[src/rtl/imem_loader.sv]
// Boot-time instruction memory loader: parses a framed host byte stream,
// packs little-endian 32-bit words into imem and releases the CPU on a good checksum.
module imem_loader #(
  parameter int unsigned ADDR_WIDTH = 8
) (
  input  logic                  clk,
  input  logic                  rst,
  input  logic                  start,
  input  logic                  rx_valid,
  input  logic [7:0]            rx_data,
  output logic                  rx_ready,
  output logic                  imem_we,
  output logic [ADDR_WIDTH-1:0] imem_addr,
  output logic [31:0]           imem_wdata,
  output logic                  cpu_hold,
  output logic                  done,
  output logic                  error,
  output logic [15:0]           words_loaded
);

  localparam int unsigned DEPTH = 1 << ADDR_WIDTH;
  localparam logic [7:0]  SYNC  = 8'hA5;

  typedef enum logic [2:0] {
    S_IDLE, S_LEN0, S_LEN1, S_DATA, S_CSUM, S_DONE, S_ERROR
  } state_t;

  state_t                state_q, state_d;
  logic [15:0]           len_q, len_d;
  logic [1:0]            byte_idx_q, byte_idx_d;
  logic [ADDR_WIDTH-1:0] word_idx_q, word_idx_d;
  logic [7:0]            csum_q, csum_d;
  logic [23:0]           asm_q, asm_d;
  logic                  we_d;
  logic [ADDR_WIDTH-1:0] addr_d;
  logic [31:0]           wdata_d;
  logic [15:0]           wl_d;
  logic [15:0]           len_full;
  logic                  accept;

  assign accept   = rx_valid & rx_ready;
  assign len_full = {rx_data, len_q[7:0]};

  // State and datapath registers; all outputs are registered copies of next-state values
  always_ff @(posedge clk or posedge rst) begin
    if (rst) begin
      state_q      <= S_IDLE;
      len_q        <= '0;
      byte_idx_q   <= '0;
      word_idx_q   <= '0;
      csum_q       <= '0;
      asm_q        <= '0;
      imem_we      <= 1'b0;
      imem_addr    <= '0;
      imem_wdata   <= '0;
      words_loaded <= '0;
      rx_ready     <= 1'b1;
      cpu_hold     <= 1'b1;
      done         <= 1'b0;
      error        <= 1'b0;
    end else begin
      state_q      <= state_d;
      len_q        <= len_d;
      byte_idx_q   <= byte_idx_d;
      word_idx_q   <= word_idx_d;
      csum_q       <= csum_d;
      asm_q        <= asm_d;
      imem_we      <= we_d;
      imem_addr    <= addr_d;
      imem_wdata   <= wdata_d;
      words_loaded <= wl_d;
      rx_ready     <= (state_d != S_DONE) && (state_d != S_ERROR);
      cpu_hold     <= (state_d != S_DONE);
      done         <= (state_d == S_DONE);
      error        <= (state_d == S_ERROR);
    end
  end

  // Frame parser: next state plus byte packing, checksum and write generation
  always_comb begin
    state_d    = state_q;
    len_d      = len_q;
    byte_idx_d = byte_idx_q;
    word_idx_d = word_idx_q;
    csum_d     = csum_q;
    asm_d      = asm_q;
    we_d       = 1'b0;
    addr_d     = imem_addr;
    wdata_d    = imem_wdata;
    wl_d       = words_loaded;

    if (start) begin
      // Abort wins over any byte presented in the same cycle
      state_d    = S_IDLE;
      len_d      = '0;
      byte_idx_d = '0;
      word_idx_d = '0;
      csum_d     = '0;
      asm_d      = '0;
      wl_d       = '0;
    end else if (accept) begin
      unique case (state_q)
        S_IDLE: if (rx_data == SYNC) state_d = S_LEN0;
        S_LEN0: begin
          len_d[7:0] = rx_data;
          state_d    = S_LEN1;
        end
        S_LEN1: begin
          len_d      = len_full;
          byte_idx_d = '0;
          word_idx_d = '0;
          csum_d     = '0;
          wl_d       = '0;
          if (32'(len_full) > DEPTH)  state_d = S_ERROR;
          else if (len_full == 16'd0) state_d = S_CSUM;
          else                        state_d = S_DATA;
        end
        S_DATA: begin
          csum_d     = csum_q ^ rx_data;
          asm_d      = {rx_data, asm_q[23:8]};
          byte_idx_d = byte_idx_q + 2'd1;
          if (byte_idx_q == 2'd3) begin
            we_d       = 1'b1;
            addr_d     = word_idx_q;
            wdata_d    = {rx_data, asm_q};
            word_idx_d = word_idx_q + ADDR_WIDTH'(1);
            wl_d       = words_loaded + 16'd1;
            if (words_loaded == len_q - 16'd1) state_d = S_CSUM;
          end
        end
        S_CSUM:  state_d = (rx_data == csum_q) ? S_DONE : S_ERROR;
        default: ;
      endcase
    end
  end

endmodule
[config.mk]
export PLATFORM = sky130hd
export DESIGN_NAME = imem_loader
export DESIGN_NICKNAME = d
export VERILOG_FILES = /design/src/rtl/imem_loader.sv
export SDC_FILE = /design/constraint.sdc
export NUM_CORES = 1
export LEC_CHECK = 0
export CAP_MARGIN = 5
export CORE_MARGIN = 2
export CORE_UTILIZATION = 45
export DETAILED_ROUTE_END_ITERATION = 8
export PLACE_DENSITY = 0.65
export SLEW_MARGIN = 20
export SYNTH_ARGS = -nofsm -noshare
export SYNTH_HDL_FRONTEND = slang
export SYNTH_SLANG_ARGS = --single-unit
[constraint.sdc]
create_clock -name clk -period 5.4 [get_ports clk]
set_clock_uncertainty 0.2 [all_clocks]
set_input_delay 1.62 -clock clk [delete_from_list [all_inputs] [get_ports clk]]
set_output_delay 1.62 -clock clk [all_outputs]
set_load 0.03 [all_outputs]
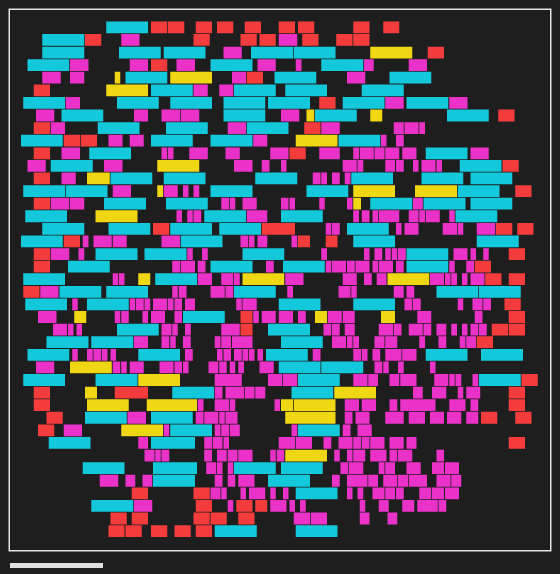
**Above:** cell classes on the final placement.
Scale bar: 20 um.
remaining buffers and delay cells: drawn in red, cells 79, share of their area 11%. sequential cells: drawn in cyan, cells 122, share of their area 44%. combinational and other logic: drawn in magenta, cells 384, share of their area 37%. clock drivers and dummy loads: drawn in yellow, cells 31, share of their area 8.2%.
Seq/total area: 0.425
Design Area, Final: 7180 um^2
Placement Rows: 41
final core utilization: 0.574
core footprint: 12,500 um^2

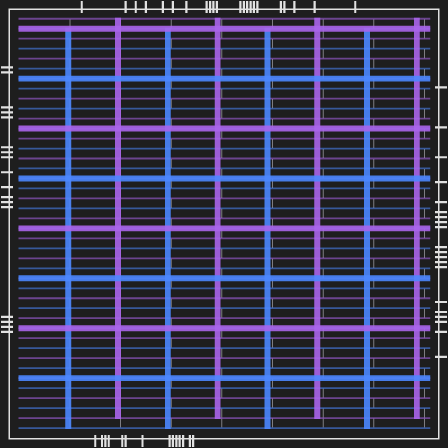
**Above:** power grid.
Pins as bars on the die edge. Tap cells in gray.
VSS: drawn in blue. VDD: drawn in purple.
8 straps on met4. 172 tap cells.
VDD IR max: 0.241 mV
die width: 117 um
Die Span Y: 117 um

==> impl_metrics.yaml <==
# implementation run metrics
die:
  io_pins: 73
  dieArea_um2: 13600
  initial_utilization: 0.456
clock_network:
  cts-htree-levels: 4
  clkSinkCount: 122
  clkLatencyLatePin_ns: 0.41
  post_cts_resized: 0
  cts_root_buf: "clkbuf_16"
  clkTransAtPathRegs_ns: 0.05
  numCtsBuffers: 17
  cts_tree: "built"
  cts_buffer_depth: 2
  postCtsSetupBuffers: 0
  cts_hold_buf: 0
detailed_routing:
  dr.pass1.iters: 5
  antenna_left: 0
  via_per_inst: 5.47
  drcViolationCount: 0
  first_iter_violations: 387
  via_count: 4308
  wire_per_inst_um: 17.0
  routed_wl_um: 13400
pwr:
  power_mw: 2.17
  p_per_area_nw_per_um2: 302
  intPower_mw: 1.66
  p_switching_uw: 506
  p_seq_frac: 0.431
  combPwrFrac: 0.069
  p_sw_frac: 0.233
  power_frac_clock: 0.500
  power_leakage_nw: 3.36
cells_and_area:
  diodes: 0
  area_growth_syn_to_layout_pct: 25.9
  fin_cells: 788
  drive_gt1_frac: 0.141
  nets: 620
logic_synthesis:
  synth-edff-count: 0
  async_flop_share: 1.00
  ys_sh_adder: 0.00877
  netlist_area_um2: 5710
  aoi_share: 0.111
  yosysUniqueCellTypes: 50
  yosys_area_um2: 5710
  mux_area_frac: 0.0962
  avgSynthCellArea_um2: 10.7
  xor_share: 0.0614
  netlist_instances: 535
  ys_top_logic_family: "simple AND/OR/NAND/NOR gates"
  numSynthFlops: 122
  yosys_warnings: 0
  ys_seq_share: 0.535
  ys_sh_simple: 0.157
  synthFlopType: "dfrtp_1"
  syn-num-nets: 551
  yosys_cells: 535
setup_path:
  critPathLaunchType: "input pin"
  crit_path_top_delay_cell: "clkdlybuf4s50_1"
  cp.arrival_ns: 4.25
  r2r-start: "len_q[0]"
  crit_family: "simple AND/OR/NAND/NOR gates"
  crit_path_end_kind: "flop"
  path_buffers: 1
  required_ns: 5.53
  path_class: "input pin to flop"
  crit_start: "rx_valid"
  cp_max_fo: 10
  cp_slowest_stage_delay_ns: 0.47
  worstPathCellList: "clkdlybuf4s50_1 -> and2_1 -> nand2_1 -> nand2b_1 -> o21ai_1 -> nor3_1 -> nand3_1 -> or3_1 -> a21oi_1"
grt:
  grtUsageTotal: 0.209
  antenna_found_initial: 0
  grt_start_max_net_pins: 65
  grt_pass1_wl_um: 21600
  gr-total-overflow: 0
  grt_pass1_vias: 4174
placement:
  port_buffers: 72
  dp_hpwl_um: 9010
  dp_cells: 757
  gp_congestion: 0.894
sta:
  hold_ws_ns: 0.282
  max_freq_ghz: 0.243
  fin_crit_sh: 0.762
  worst_pin_slew_ns: 0.812
  hold_viol_final: 0
  tns_ns: 0
  relSlewSlack: 0.454
  finalSetupViolCount: 0
  rsz0062_at_grt: "false"
  slew_violations: 0
  min_period_ns: 4.12
outcome:
  status: "complete, no violations"
flow_run:
  drv_cap: 0
  log.warning_count: 26
min_path:
  min_from: "imem_wdata[24]"
  hold_path.class: "flop to flop"
-- cell families after synthesis --
group,Yosys count
compound gates,93
xor+xnor,40
fa+ha+maj,4
buf+inv,43
flops,122
mux,50
simple gates,183
-- final cells by class --
type | count | area [um^2]
fillers | 1087 | 5330
flip-flops and latches | 122 | 3060
multi-input cells | 370 | 2490
repair buffers | 79 | 798
clock buffers | 20 | 447
well taps | 172 | 215
clock inverters | 11 | 124
inverters | 14 | 55.1
-- cell usage in the layout, fill, tap and decap left out, drive strengths merged, types with 15 or more instances in the layout --
cell / instances
o21ai: 35
nor3: 15
nand2: 62
dfrtp: 120
a22o: 23
nand3: 16
clkdlybuf4s50: 72
xor2: 25
xnor2: 15
nor2: 43
clkbuf: 20
mux2: 39
-- routing by layer --
| metal | wire, um | vias to the layer above | share of wire | track usage |
|---|---|---|---|---|
| met5 | 0 | - | 0 | 0 |
| met4 | 313 | 0 | 0.023 | 0.0808 |
| met3 | 665 | 25 | 0.050 | 0.0576 |
| met2 | 6340 | 107 | 0.47 | 0.326 |
| met1 | 6070 | 2157 | 0.45 | 0.279 |
| li1 | - | 2019 | - | - |
-- Yosys cell counts (9+ instances only) --
cell type | instances | area share
clkbuf_1 | 26 | 0.017
a21oi_1 | 9 | 0.0079
mux2i_1 | 11 | 0.019
nand2_1 | 62 | 0.041
a22o_1 | 23 | 0.035
nor2_1 | 43 | 0.028
o21ai_0 | 31 | 0.027
mux2_2 | 39 | 0.077
dfrtp_1 | 120 | 0.53
xor2_1 | 25 | 0.038
nor3_1 | 14 | 0.012
nand3_1 | 16 | 0.014
xnor2_1 | 15 | 0.023
inv_1 | 14 | 0.0092
-- path summary, 6_finish.rpt --
| kind | to | slack [ns] | depth (start not counted) |
|---|---|---|---|
| max | words_loaded[15] | 1.28 | 9 |
| min | imem_wdata[24] | 0.28 | 2 |
| max reg2reg | done | 1.97 | 11 |
| min reg2reg | imem_wdata[24] | 0.28 | 2 |
| max in group asynchronous | imem_wdata[3] | 2.67 | 3 |
| min in group asynchronous | imem_addr[2] | 1.49 | 2 |
-- worst reg2reg max path, delay by kind of cell (launching register included) --
kind,cells,cell delay (ns)
simple gates,6,1.69
flops,1,0.47
compound gates,2,0.40
fa+ha+maj,1,0.31
mux,1,0.22
buf+inv,1,0.09
-- flip-flops by register name, indices dropped and copies added (netlist names) --
name	flops
imem_we	1
state_q	3
cpu_hold	1
imem_addr	8
word_idx_q	8
len_q	16
byte_idx_q	2
csum_q	8
asm_q	24
done	1
imem_wdata	32
rx_ready	1
words_loaded	16
error	1
-- power groups by stage --
stage | clock network (mW) | logic [mW] | registers, mW
after floorplan | 0 | 0.108 | 0.946
after global placement | 0 | 0.147 | 0.950
after detailed placement | 0 | 0.149 | 0.950
after CTS | 1.11 | 0.150 | 0.934
after global routing | 1.15 | 0.166 | 0.935
final | 1.08 | 0.150 | 0.935
-- through the flow --
stage	utilization	area (um^2)	setup slack [ns]
2_1_floorplan	-	5710	0.341
3_3_place_gp	0.528	6610	1.03
3_5_place_dp	0.528	6610	0.919
4_1_cts	0.574	7180	1.34
5_1_grt	0.574	7180	1.08
6_report	0.574	7180	1.28
Power is estimated from default activity; no workload was simulated.
